### M1 wires, run 1

Supply wires on this layer in grey.
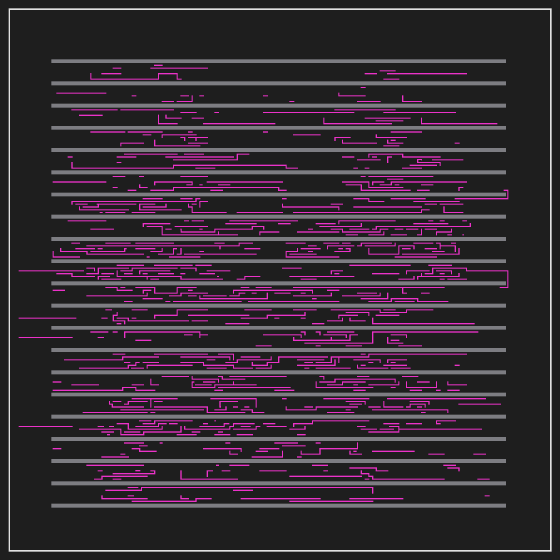
### Register map, names as in the netlist, run 1

Other sequential cells in the stronger grey, the rest of the logic in the fainter grey.
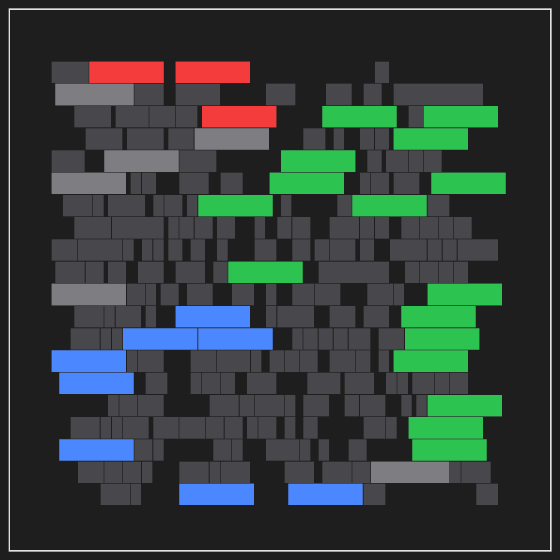
### Selected gate families, run 1

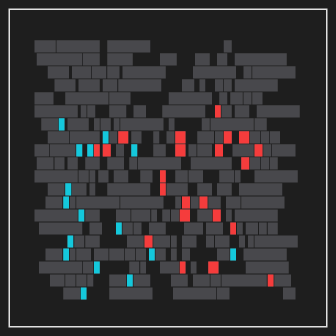
Design uart_button_tx_flat, sky130hd; sources not shown.
==> flow_metrics.py, run 1 <==
# Synthesis and PnR figures
metrics = {
    "run_status": {
        "outcome": "finished clean",
    },
    "timing": {
        "rsz0062_at_grt": "false",
        "clock_skew_ns": 0.009601,
        "worst_pin_slew_ns": 0.8507,
        "slew_violations": 0,
        "fin_tns_setup_ns": 0,
        "finalClockPeriodUsage": 0.7691,
        "setup_viol": 0,
        "max_freq_mhz": 371.5,
    },
    "worst_setup_path": {
        "rr_worst_depth": 5,
        "end_kind": "register",
        "path_class": "reg2reg",
        "cpMaxStageDelayCell": "ha_1",
        "slowest_delay_ns": 0.73,
        "crit_chain": "inv_1, ha_1, nand2_1, and4_1, a311oi_1",
        "cp-start-kind": "register",
        "cp_data_required_time_ns": 3.74,
    },
    "synth": {
        "most_common_cell": "dfrtp_1",
        "synth-warning-count": 0,
        "syn_area_per_cell_um2": 9.534,
        "ys_seq_frac": 0.4177,
        "ys_sh_adder": 0.05047,
        "synth_area_mm2": 0.001983,
        "yosysUniqueCellTypes": 48,
        "synthesis.nets": 227,
        "async_flop_share": 1.000,
        "yosys.area.top_type_share": 0.3912,
        "synthSimpleGateAreaFrac": 0.2006,
        "top_cells_by_area": "dfrtp_1 39%, ha_1 5.0%, a21oi_1 4.3%, nor2_1 4.0%, and4_1 3.1%",
    },
    "cts": {
        "clkSinkCount": 33,
        "hold_buffers": 0,
        "cts_tree": "built",
        "cts_max_level": 2,
        "cts_resized": 0,
        "cts.path.max_buffers": 2,
        "path_clk_slew_ns": 0.11,
    },
    "die": {
        "core_area_mm2": 0.003028,
        "die_area_mm2": 0.004370,
        "fp_util": 0.6550,
    },
    "global_route": {
        "grt_pass1_vias": 1670,
        "grt_start_max_net_pins": 34,
        "grt-ovfl-total": 0,
    },
    "power_and_ir_drop": {
        "vdd_drop_max_mv": 0.4793,
        "leakage_nw": 0.9540,
        "powerDensity_mw_per_mm2": 692.0,
    },
    "route": {
        "first_iter_violations": 186,
        "drc_errors": 0,
        "viasPerCell": 6.259,
    },
    "layout": {
        "inv_count": 16,
        "largest_reg_flops": 16,
        "nClkBuffers": 7,
        "fillers": 234,
        "largestClassByArea": "combinational gates",
        "clkCellAreaFrac": 0.03861,
        "logic_area_mm2": 0.001030,
        "nNetsFinal": 237,
        "seq_share": 0.3759,
    },
    "flow_run": {
        "warning_count": 30,
    },
    "place": {
        "io_buffers": 13,
    },
}
Notes on 'M1 wires' above:
nets with wire on the layer	221
longest straight run	28.3 µm
wire length on this layer	1900 µm
share of all routed wire	44%
WL final: 4.307 mm
total number of vias: 1646

Notes on 'Register map, names as in the netlist' above:
netlist name	colour	placed flops
u_core.shift_q	blue	8
u_core.bit_idx_q	red	3
u_core.clk_cnt_q	green	16
not coloured	6
final core utilization: 0.7277
Flop area: 828.3 µm²

Notes on 'Selected gate families' above:
family	colour	cells
nand cells	red	22
inv cells	cyan	16
Top cell excl fill/tap: dfrtp_1
final cell count without fillers: 263
fraction of area in multi-input gates: 0.4673

run 1: metal layers:
metal / up-vias / share of wire / global-route usage
met3: 11 / 0.044 / 0.06803
met4: 0 / 0.019 / 0.09137
met1: 803 / 0.44 / 0.2748
met2: 46 / 0.50 / 0.3730
li1: 786 / - / -
met5: - / 0 / 0
run 1: where the power goes:
part / internal (mW) / total [mW] / switching (mW)
Combinational: 0.279 / 0.670 / 0.391
Clock: 0.170 / 0.305 / 0.134
Sequential: 0.472 / 0.550 / 0.0787
Total: 0.921 / 1.52 / 0.604
run 1: metrics by stage:
stage	area, µm²	hold WS, ns	power [mW]	utilization
2_1_floorplan	1983	0.4044	1.071	-
3_3_place_gp	2118	0.4740	1.179	0.6996
3_5_place_dp	2118	0.5054	1.222	0.6996
4_1_cts	2203	0.5314	1.524	0.7277
5_1_grt	2203	0.5397	1.634	0.7277
6_report	2203	0.5244	1.525	0.7277
run 1: cell usage in the layout, fill, tap and decap left out, types with 7 or more instances in the layout:
| master | synthesis | layout |
|---|---|---|
| nand2_1 | 7 | 7 |
| ha_1 | 8 | 8 |
| nor2_1 | 21 | 21 |
| dfrtp_1 | 31 | 31 |
| clkdlybuf4s50_1 | 0 | 13 |
| o21ai_0 | 8 | 8 |
| nand3_1 | 9 | 9 |
| inv_1 | 16 | 16 |
| a21oi_1 | 17 | 17 |
| and4_1 | 7 | 7 |
run 1: critical path: cells and delay by family, from the launching register on:
family	cells	cell delay, ns
AOI/OAI and AO/OA	1	0.31
adders and majority gates	1	0.73
buffers and inverters	1	0.13
DFF	1	0.43
and+or+nand+nor	2	0.97
run 1: kinds of logic (layout without fill, tap and decap cells):
group           Yosys count  after routing
compound gates           59             59
xor+xnor                  6              6
fa+ha+maj                 8              8
buf+inv                  28             39
flops                    33             33
mux                       6              6
simple gates             68             68
==> run 2, diff against run 1 <==
--- a/config.mk
+++ b/config.mk
@@ -7,11 +7,11 @@
 export LEC_CHECK = 0
 export CAP_MARGIN = 40
 export CORE_MARGIN = 5
-export CORE_UTILIZATION = 63
+export CORE_UTILIZATION = 52
 export CTS_CLUSTER_SIZE = 10
 export DETAILED_ROUTE_END_ITERATION = 6
 export GPL_TIMING_DRIVEN = 1
-export PLACE_DENSITY = 0.85
+export PLACE_DENSITY = 0.75
 export SYNTH_ARGS = -nofsm -noshare
 export SYNTH_HDL_FRONTEND = slang
 export SYNTH_SLANG_ARGS = --single-unit
==> constraint.sdc (replaced) <==
create_clock -name clock -period 2.4 [get_ports clock]
set_input_delay 0.48 -clock clock [delete_from_list [all_inputs] [get_ports clock]]
set_output_delay 0.48 -clock clock [all_outputs]
set_load 0.02 [all_outputs]
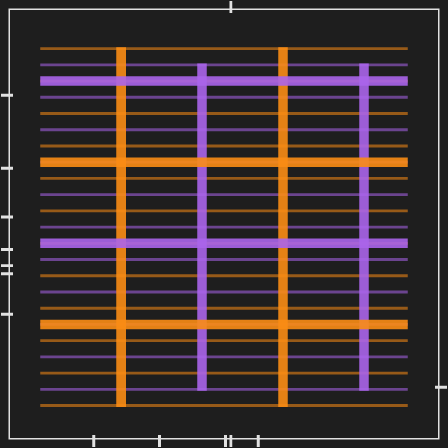
*Supply network, run 2*
Pins as bars on the die edge.
net	colour
VDD	purple
VSS	orange
met1 rails	23
met4 straps	4
signal pins	14
met5 straps	4
rows	22
Die Y: 71.76 µm
Die X: 71.76 µm
peak supply drop: 0.6596 mV

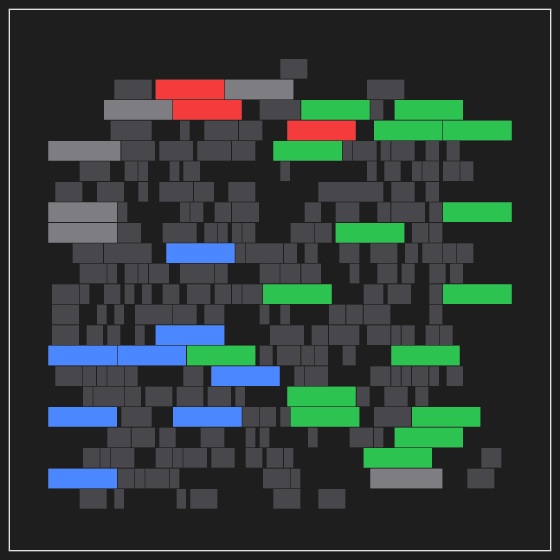
*Register map, names as in the netlist, run 2*
Other sequential cells in the stronger grey, the rest of the logic in the fainter grey.
netlist name	colour	placed flops
u_core.clk_cnt_q	green	16
u_core.bit_idx_q	red	3
u_core.shift_q	blue	8
Sequential Power: 804 µW
sequential share of cell area: 0.3696
final core utilization: 0.6075

==> run 2 against run 1 <==
  * Sequential cell count is the same
  * Critical path depth increased by 1
  * Sequential share of layout area down 0.63 points
  * First-iteration DRC count fell by 63%
  * Largest power group unchanged
==> flow_metrics.py, run 2 <==
# Synthesis and PnR figures
metrics = {
    "layout": {
        "layout_top_cell": "dfrtp_1",
        "logic_area_mm2": 0.001030,
        "fillers": 329,
        "largest_reg_flops": 16,
        "lay_top_cells": "31 x dfrtp_1, 21 x nor2_1, 17 x a21oi_1, 16 x inv_1, 13 x clkdlybuf4s50_1",
        "nNetsFinal": 242,
        "antenna-diode-count": 0,
        "stdcell_area_mm2": 0.002241,
        "finalNonFillerCells": 272,
        "regArea_um2": 828.3,
    },
    "route": {
        "post_drt_wl_per_cell_um": 15.08,
        "routed_wl_mm": 4.101,
        "viasPerCell": 5.915,
        "drc_errors": 0,
        "ant_nets": 0,
        "vias": 1609,
        "dr.pass1.iters": 4,
        "first_iter_violations": 68,
    },
    "die": {
        "die_area_mm2": 0.005149,
        "ios": 14,
        "fp_util": 0.5377,
        "core_area_mm2": 0.003689,
    },
    "synth": {
        "yosys.area.top_type_share": 0.3912,
        "synth-seq-cells": 33,
        "yosysUniqueCellTypes": 48,
        "edf_count": 0,
        "most_common_cell": "dfrtp_1",
        "ys_seq_frac": 0.4177,
        "async_flop_share": 1.000,
        "synthesis.nets": 227,
        "yosysCellCount": 208,
        "top_cells_by_area": "dfrtp_1 39%, ha_1 5.0%, a21oi_1 4.3%, nor2_1 4.0%, and4_1 3.1%",
        "synth_area_mm2": 0.001983,
        "synth-warning-count": 0,
        "syn_area_per_cell_um2": 9.534,
    },
    "global_route": {
        "grt_pass1_wl_mm": 7.134,
        "use_met3": 0.05891,
        "use_met2": 0.2755,
        "grt-ovfl-total": 0,
        "grt_pass1_vias": 1549,
        "grt-busiest-layer": "met2",
        "grt_start_max_net_pins": 34,
        "grt.met1_usage": 0.2252,
    },
    "cts": {
        "cts_tree": "built",
        "numCtsBuffers": 5,
        "cts.path.max_buffers": 2,
        "post_cts_buffers": 0,
        "cts_resized": 0,
        "hold_buffers": 0,
        "cts_max_level": 2,
        "clkSinkCount": 33,
        "path_clk_slew_ns": 0.06,
    },
    "flow_run": {
        "cap_viol_max_count": 0,
        "warning_count": 30,
    },
    "timing": {
        "worst_slack_ns": 0.2620,
        "fin_tns_setup_ns": 0,
        "fin_hold_ws_ns": 0.4877,
        "slew_violations": 0,
        "finalHoldViolations": 0,
        "clock_skew_ns": 0.004744,
        "finalClockPeriodUsage": 0.8908,
        "setup_viol": 0,
        "worst_pin_slew_ns": 0.4972,
        "rsz0062_at_grt": "false",
        "max_freq_mhz": 467.7,
        "maxSlewHeadroom": 0.6677,
    },
    "worst_setup_path": {
        "end_kind": "register",
        "cp-start-kind": "register",
        "path_class": "reg2reg",
        "crit_fanout": 14,
        "cp_data_required_time_ns": 2.57,
        "r2r_slack_ns": 0.26,
        "rr_worst_depth": 6,
    },
    "run_status": {
        "outcome": "finished clean",
    },
    "place": {
        "dpl_cell_area_mm2": 0.002161,
        "gp_congestion": 0.8134,
        "io_buffers": 13,
    },
    "hold_path": {
        "hold_path_class": "reg2reg",
        "hold_path_depth": 1,
    },
    "power_and_ir_drop": {
        "leakage_nw": 0.9713,
        "powerDensity_mw_per_mm2": 984.3,
    },
}
==> run 2: cell families after synthesis <==
family | Yosys count | synth area share
fa+ha+maj | 8 | 0.05048
mux | 6 | 0.03659
compound gates | 59 | 0.2051
flops | 33 | 0.4177
simple gates | 68 | 0.2006
xor+xnor | 6 | 0.02650
buf+inv | 28 | 0.06309
==> run 2: final cells by class <==
cell class | instances | share of cell area
timing repair buffer | 20 | 0.08152
sequential | 33 | 0.3696
inverter | 16 | 0.02680
tap | 48 | 0.02680
clock buffer | 8 | 0.03573
multi-input combinational | 147 | 0.4595
==> run 2: report_power, final <==
group	total (mW)	internal, mW	switching (mW)
clock	0.398	0.206	0.193
sequential	0.804	0.689	0.115
combinational	1.00	0.435	0.568
==> run 2: per-layer routing <==
metal	wire length, µm	up-vias
li1	-	792
met1	1838	769
met2	1954	38
met3	211	10
met4	96	0
met5	0	-
==> run 2: per-stage QoR <==
step / total power, mW / utilization
2_1_floorplan: 1.561 / -
3_3_place_gp: 1.790 / 0.5858
3_5_place_dp: 1.814 / 0.5858
4_1_cts: 2.226 / 0.6075
5_1_grt: 2.396 / 0.6075
6_report: 2.206 / 0.6075
==> run 2: critical path, cell delays in order, from the launching register on <==
cell and delay (ns):
dfrtp_1 0.42, inv_1 0.13, ha_1 0.47, inv_1 0.23, nor2_1 0.36, a21oi_1 0.14
o221a_1 0.27
Power and IR drop assume default switching activity.
